$ cat config.mk
export PLATFORM = sky130hd
export DESIGN_NAME = mod_counter_updn
export DESIGN_NICKNAME = d
export VERILOG_FILES = /design/src/rtl/mod_counter_pkg.sv /design/src/rtl/sat_counter.sv /design/src/rtl/mod_counter_updn.sv
export SDC_FILE = /design/constraint.sdc
export NUM_CORES = 1
export LEC_CHECK = 0
export ABC_AREA = 1
export CORE_MARGIN = 2
export CORE_UTILIZATION = 47
export CTS_CLUSTER_SIZE = 12
export DETAILED_ROUTE_END_ITERATION = 8
export GPL_ROUTABILITY_DRIVEN = 1
export GPL_TIMING_DRIVEN = 1
export PLACE_DENSITY = 0.77
export SKIP_CTS_REPAIR_TIMING = 1
export SLEW_MARGIN = 20
export SYNTH_ARGS = -nofsm -noshare
export SYNTH_HDL_FRONTEND = slang
export SYNTH_SLANG_ARGS = --single-unit
$ cat constraint.sdc
create_clock -name clk -period 1.7 [get_ports clk]
set_input_delay 0.51 -clock clk [delete_from_list [all_inputs] [get_ports clk]]
set_output_delay 0.51 -clock clk [all_outputs]
set_load 0.05 [all_outputs]
$ cat src/rtl/mod_counter_pkg.sv
// Shared constants for the modulo up/down counter family.
package mod_counter_pkg;
  localparam logic DIR_UP   = 1'b1;
  localparam logic DIR_DOWN = 1'b0;
  localparam int   MODE_WRAP = 0;
  localparam int   MODE_SAT  = 1;
endpackage

$ cat src/rtl/sat_counter.sv
// Event counter that sticks at all-ones instead of rolling over.
module sat_counter #(
  parameter int W = 8
) (
  input  logic         clk,
  input  logic         rst,
  input  logic         inc,
  output logic [W-1:0] cnt
);
  always_ff @(posedge clk or negedge rst) begin
    if (!rst)                   cnt <= '0;
    else if (inc && cnt != '1)  cnt <= cnt + 1'b1;
  end
endmodule

$ cat src/rtl/mod_counter_updn.sv
// Modulo-N up/down counter with load, wrap/saturate mode, terminal count
// for cascading, a one-cycle wrap pulse and a saturating wrap tally.
module mod_counter_updn
  import mod_counter_pkg::*;
#(
  parameter int MODULO   = 7,
  parameter int WIDTH    = $clog2(MODULO),
  parameter int SATURATE = MODE_WRAP,
  parameter int WCNT_W   = 8
) (
  input  logic              clk,
  input  logic              rst,
  input  logic              ce,
  input  logic              up,
  input  logic              load,
  input  logic [WIDTH-1:0]  load_val,
  output logic [WIDTH-1:0]  out,
  output logic              tc,
  output logic              wrapped,
  output logic [WCNT_W-1:0] wrap_cnt
);
  localparam logic [WIDTH-1:0] MAX   = WIDTH'(MODULO - 1);
  // one extra bit so MODULO itself is representable when it is a power of two
  localparam logic [WIDTH:0]   MOD_X = (WIDTH + 1)'(MODULO);

  generate
    if (MODULO < 2 || (SATURATE != MODE_WRAP && SATURATE != MODE_SAT)) begin : g_bad_param
      $error("mod_counter_updn: MODULO must be >= 2 and SATURATE 0 or 1");
    end
  endgenerate

  logic             at_end;
  logic             wrap;
  logic [WIDTH-1:0] out_nxt;

  assign at_end = (up == DIR_UP) ? (out == MAX) : (out == '0);
  assign tc     = ce & at_end;
  // a load in the same cycle as tc pre-empts the wrap entirely
  assign wrap   = !load && tc && (SATURATE == MODE_WRAP);

  always_comb begin
    out_nxt = out;
    if (load)
      out_nxt = ({1'b0, load_val} < MOD_X) ? load_val : MAX;
    else if (tc)
      out_nxt = (SATURATE == MODE_SAT) ? out : ((up == DIR_UP) ? '0 : MAX);
    else if (ce)
      out_nxt = (up == DIR_UP) ? out + 1'b1 : out - 1'b1;
  end

  always_ff @(posedge clk or negedge rst) begin
    if (!rst) begin
      out     <= '0;
      wrapped <= 1'b0;
    end else begin
      out     <= out_nxt;
      wrapped <= wrap;
    end
  end

  sat_counter #(.W(WCNT_W)) u_wrap_cnt (
    .clk (clk),
    .rst (rst),
    .inc (wrap),
    .cnt (wrap_cnt)
  );
endmodule

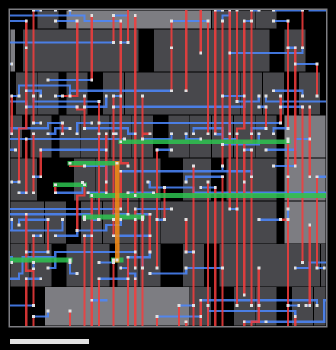
Figure 1: run 1, zoomed window.
The bar under the picture is 5 µm long. Region (13, 22) to (33, 42) µm. Cells in grey, sequential cells in the stronger grey; small squares are vias.
Green marks met3. Orange marks met4. Blue marks met1. Red marks met2.
Most frequent: nand2_1 (22), inv_1 (5), buf_12 (3). 45 logic cells have their middle in the window. Netlist names of flops here include `u_wrap_cnt.cnt` (1). Sequential cells in the window: 1.

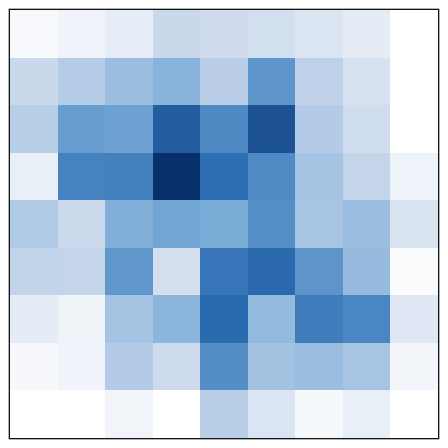
Figure 2: run 1, routed metal per tile.
The die is cut into 9 by 9 equal tiles; white is low, dark blue is high, scaled to the fullest tile. Values are wire area over tile area, all layers added.
8.6% of the tiles are nearly empty. 26% of the tiles are over half the peak. The mean over all tiles is 0.15.

==> flow_summary.json, run 1 <==
{
  "worstHoldPathType": "in -> async",
  "setup_violations": 0,
  "grt_pass1_vias": 775,
  "die_w_um": 46.4,
  "r2r_cells": 9,
  "top_cell": "nand2_1",
  "fp_nets": 132,
  "fin_crit_ns": 1.68,
  "max_freq_mhz": 594,
  "r2r_setup_slack_ns": 0.21,
  "fp.dieH_um": 46.4,
  "ys_async_sr_fraction_pct": 100,
  "p_leak_nw": 0.696,
  "power_density_nw_per_um2": 1060,
  "slew_violations": 0,
  "grt_max_degree": 13,
  "ys_seq_share_pct": 35.6,
  "detailed_place_hpwl_um": 1550,
  "comb_area_um2": 487,
  "edf_count": 0,
  "routedWlPerCell_um": 11.1,
  "cts.path.max_buffers": 2,
  "hold_viol_final": 0,
  "syn_avg_cell_area_um2": 6.91,
  "layout-drive-gt1-share_pct": 30.8,
  "critPathLaunch": "out[2]$_DFFE_PN0P_",
  "htreeDepth": 1,
  "tightestPinTransition_ns": 0.305,
  "drtPass1Iterations": 4,
  "timing.rr.start": "out[1]$_DFFE_PN0P_",
  "netlist.area_leader.share_pct": 35.6,
  "vias": 834,
  "outcome": "complete, no violations",
  "synthTopCellsByArea": "dfrtp_1 36%, nand2_1 26%, inv_1 5.3%",
  "place_area_um2": 1250,
  "cp_slowest_cell": "dfrtp_2",
  "cts_num_sinks": 12
}
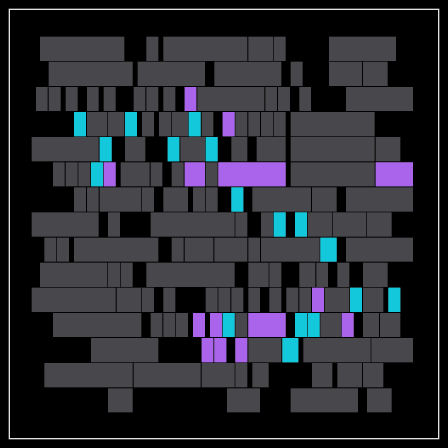
Figure 3: run 1, selected gate families.
Purple marks NOR gates, cells 14. Cyan marks inverters, cells 17.

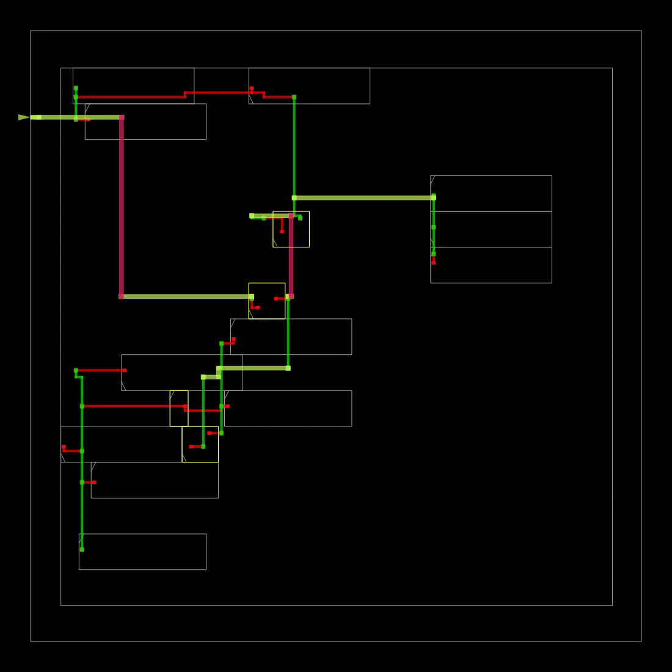
Figure 4: run 1, clock routing.
CLK BUF: 4
CTS Buf Count: 3
final worst clock skew: 0.00107 ns

==> run 1: power by group <==
| part | total [mW] | leakage, nW | internal, mW | switching [mW] |
|---|---|---|---|---|
| Combinational | 0.766 | 0.527 | 0.356 | 0.410 |
| Clock | 0.182 | 0.0150 | 0.0909 | 0.0909 |
| Sequential | 0.444 | 0.154 | 0.342 | 0.103 |
==> run 1: flip-flops by register name (all words and copies together) (netlist names) <==
signal          flops
out                 3
wrapped             1
u_wrap_cnt.cnt      8
==> run 1: layout make-up <==
cell class	count	share of cell area (%)
inverters	17	5.03
multi-input cells	93	36.9
repair buffers	30	30.6
flip-flops and latches	12	23.1
clock buffers	4	1.99
well taps	25	2.37
==> run 1: per-layer routing <==
metal | vias to the layer above | track usage, % | part of all wire, %
met5 | - | 0 | 0
met4 | 0 | 8.57 | 0.95
met3 | 4 | 3.92 | 3.5
met2 | 21 | 33.9 | 52
met1 | 370 | 27.0 | 44
li1 | 439 | - | -
==> run 1: cells by family after synthesis <==
logic type	share of synthesized area, %
AND/OR/NAND/NOR	49.6
flip-flops	35.6
adder cells (fa/ha/maj)	3.86
XOR/XNOR	3.12
buffers and inverters	7.86
==> run 1: cells in the final DEF (no fill, tap or decap) <==
cell type         n
nand3b_1          1
buf_12           13
clkdlybuf4s50_1   5
inv_2             5
xor2_1            3
dfrtp_1           9
nand4_1           4
dfrtp_2           3
nor2_1           10
clkbuf_2          1
dlymetal6s2s_1    1
nor2_8            1
nand2_2           4
inv_1            10
clkbuf_1          1
fa_1              1
clkbuf_4          3
nor2_4            2
nor2_2            1
clkinv_2          2
nand2_1          57
nand3_1           5
buf_4            10
nand3_2           1
nand3_4           2
ha_1              1
==> run 1 -> run 2 <==
Settings changed: CAP_MARGIN set to 20.
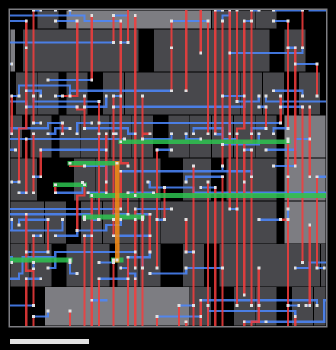
Figure 5: run 2, zoomed window.
The bar under the picture is 5 µm long. Region (13, 22) to (33, 42) µm. Cells in grey, sequential cells in the stronger grey; small squares are vias.
Red marks met2. Orange marks met4. Green marks met3. Blue marks met1.
45 logic cells have their middle in the window. Most frequent: nand2_1 (22), inv_1 (5), buf_12 (3). Netlist names of flops here include `u_wrap_cnt.cnt` (1). Sequential cells in the window: 1.

==> flow_summary.json, run 2 <==
{
  "comb_cells": 93,
  "worstHoldPathType": "in -> async",
  "r2r_setup_slack_ns": 0.21,
  "comb_area_um2": 487,
  "setup_violations": 0,
  "fp.dieH_um": 46.4,
  "netlist.area_leader.share_pct": 35.6,
  "detailed_place_hpwl_um": 1550,
  "outcome": "complete, no violations",
  "syn_avg_cell_area_um2": 6.91,
  "timing.rr.start": "out[1]$_DFFE_PN0P_",
  "largest_register_ffs": 8,
  "r2r_cells": 9,
  "fin_crit_ns": 1.68,
  "drtPass1Iterations": 4,
  "hold_viol_final": 0,
  "max_freq_mhz": 594,
  "clkbuf_count": 4,
  "p_leak_nw": 0.696,
  "top_regs": "u_wrap_cnt.cnt x8, out x3, wrapped x1",
  "largestClassByArea": "combinational gates",
  "slew_violations": 0
}
-- run 2: cell counts in the layout (fill, tap and decap cells not counted) --
No cell type changed its count.
-- run 2: worst max-delay path by stage --
stage	from	end	slack, ns	cells after the start
final	out[2]$_DFFE_PN0P_	tc	0.02	4
after global routing	out[2]$_DFFE_PN0P_	tc	-0.04	4
after CTS	up	tc	-0.38	6
after detailed placement	up	tc	-0.37	6
after global placement	up	tc	-0.33	6
after floorplan	out[0]$_DFFE_PN0P_	tc	0.006	3
-- run 2: per-layer routing --
metal / share of wire [%] / global-route usage (%) / routed length [µm] / vias to the layer above
met4: 0.95 / 8.57 / 19 / 0
met2: 52 / 33.9 / 1030 / 21
met5: 0 / 0 / 0 / -
li1: - / - / - / 439
met1: 44 / 27.0 / 875 / 370
met3: 3.5 / 3.92 / 71 / 4
-- run 2: where the power goes --
group | leakage, nW | internal (mW) | switching [mW] | total [mW]
logic | 0.527 | 0.356 | 0.410 | 0.766
registers | 0.154 | 0.342 | 0.103 | 0.444
clock network | 0.0150 | 0.0909 | 0.0909 | 0.182
-- run 2: logic make-up (layout without fill, tap and decap cells) --
family,Yosys count,in the layout,share of synthesized area [%]
flip-flops,12,12,35.6
buffers and inverters,17,51,7.86
XOR/XNOR,3,3,3.12
adder cells (fa/ha/maj),2,2,3.86
AND/OR/NAND/NOR,88,88,49.6
-- run 2: worst max-delay path, cell delays in order (launching register included) --
cell	delay, ns
dfrtp_2	0.44
nand2_2	0.09
nand3_2	0.08
nor2_4	0.14
buf_12	0.14
-- run 2: per-stage QoR --
stage	utilization [%]	worst slack, ns	cell area (µm²)
2_1_floorplan	-	0.00603	846
3_3_place_gp	73.3	-0.328	1250
3_5_place_dp	73.3	-0.366	1250
4_1_cts	74.9	-0.379	1280
5_1_grt	77.1	-0.0399	1320
6_report	77.1	0.0168	1320
==> run 2 -> run 3 <==
Settings changed: CAP_MARGIN 20 to 15, CORE_MARGIN 2 to 1.5.
==> flow_summary.json, run 3 <==
{
  "fp_nets": 132,
  "fin_crit_ns": 1.69,
  "critPathLaunch": "out[1]$_DFFE_PN0P_",
  "fin_ws_ns": 0.0129,
  "layout-drive-gt1-share_pct": 29.0,
  "grt_pass1_vias": 780,
  "power_density_nw_per_um2": 1090,
  "ys_async_sr_fraction_pct": 100,
  "htreeDepth": 1,
  "slew_violations": 0,
  "lay_top_count": "nand2_1",
  "detailed_place_hpwl_um": 1590,
  "outcome": "complete, no violations",
  "ant_nets": 0,
  "timing.rr.start": "out[1]$_DFFE_PN0P_",
  "r2r_setup_slack_ns": 0.25,
  "routedWlPerCell_um": 11.1,
  "pre_cts_slack_ns": -0.406,
  "p_comb_share_pct": 53.3,
  "end_kind": "primary output",
  "worstHoldPathType": "in -> async",
  "grt_max_degree": 13,
  "endpoint": "tc",
  "p_leak_nw": 0.697,
  "largest_register_ffs": 8,
  "p_seq_share_pct": 30.9,
  "p_sw_share_pct": 42.5,
  "edf_count": 0,
  "p_int_uw": 825,
  "power_switching_uw": 609,
  "log.warning_count": 27,
  "setup_violations": 0,
  "drtPass1Iterations": 4,
  "max_freq_mhz": 593,
  "vias": 863,
  "synthTopCellsByArea": "dfrtp_1 36%, nand2_1 26%, inv_1 5.3%",
  "hold_viol_final": 0,
  "cts.path.max_buffers": 2,
  "fp.dieH_um": 45.4,
  "r2r_cells": 9,
  "ys_seq_share_pct": 35.6,
  "finalCritPeriodShare_pct": 99.2,
  "die_w_um": 45.4,
  "p_clk_share_pct": 15.8,
  "reg2reg_to": "out[2]$_DFFE_PN0P_",
  "top_cell": "nand2_1",
  "final_cell_mix": "59 x nand2_1, 13 x buf_12, 11 x inv_1, 10 x nor2_1",
  "regMostFlops": "u_wrap_cnt.cnt",
  "cts_buffers": 3
}
run 3: cell counts after synthesis:
Identical to the previous run, type by type.
run 3: metrics by stage:
| stage | instance area (µm²) | util (%) | setup TNS (ns) |
|---|---|---|---|
| 2_1_floorplan | 846 | - | 0 |
| 3_3_place_gp | 1240 | 72.9 | -2.37 |
| 3_5_place_dp | 1240 | 72.9 | -3.05 |
| 4_1_cts | 1280 | 75.0 | -0.473 |
| 5_1_grt | 1320 | 77.0 | -0.0630 |
| 6_report | 1320 | 77.0 | 0 |
run 3: logic make-up after synthesis:
group,count (synthesis),synth area share (%)
flip-flops,12,35.6
adder cells (fa/ha/maj),2,3.86
XOR/XNOR,3,3.12
buffers and inverters,17,7.86
AND/OR/NAND/NOR,88,49.6
run 3: power by group through the flow:
| stage | clock, mW | sequential, mW | combinational [mW] |
|---|---|---|---|
| 2_1_floorplan | 0 | 0.602 | 0.215 |
| 3_3_place_gp | 0 | 0.453 | 0.715 |
| 3_5_place_dp | 0 | 0.457 | 0.736 |
| 4_1_cts | 0.231 | 0.453 | 0.739 |
| 5_1_grt | 0.251 | 0.454 | 0.816 |
| 6_report | 0.227 | 0.443 | 0.764 |
run 3: layer usage:
layer | wire length [µm] | GRT usage (%)
met3 | 72 | 4.80
met2 | 1010 | 38.3
met1 | 893 | 29.3
met5 | 0 | 0
met4 | 13 | 7.06
run 3: layout make-up:
type,instances,share of cell area [%]
Clock buffer,4,2.76
Multi-Input combinational cell,93,36.6
Tap cell,25,2.38
Timing Repair Buffer,29,30.1
Inverter,17,5.04
Sequential cell,12,23.1
run 3: worst max-delay path: stages (launching register included):
cell	delay, ns
dfrtp_2	0.46
nand2_1	0.11
nand2_2	0.08
nor2_4	0.12
buf_12	0.14
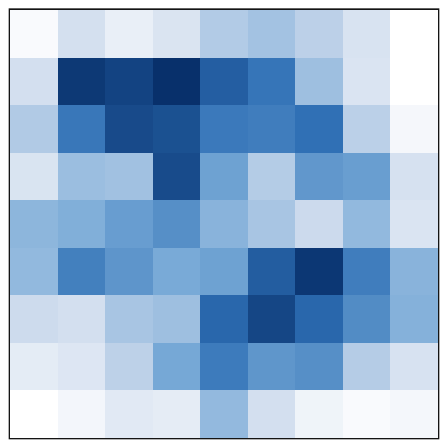
Figure 6: run 3, routed metal per tile.
The die is cut into 9 by 9 equal tiles; white is low, dark blue is high, scaled to the fullest tile. Values are wire area over tile area, all layers added.
3.7% of the tiles are nearly empty. The mean over all tiles is 0.15. The emptiest ninth of the die: lower left. The fullest tile reaches 0.35. The densest ninth of the die: top centre. 38% of the tiles are over half the peak.

Power figures rest on the tool's default switching activity, not on a simulated workload.
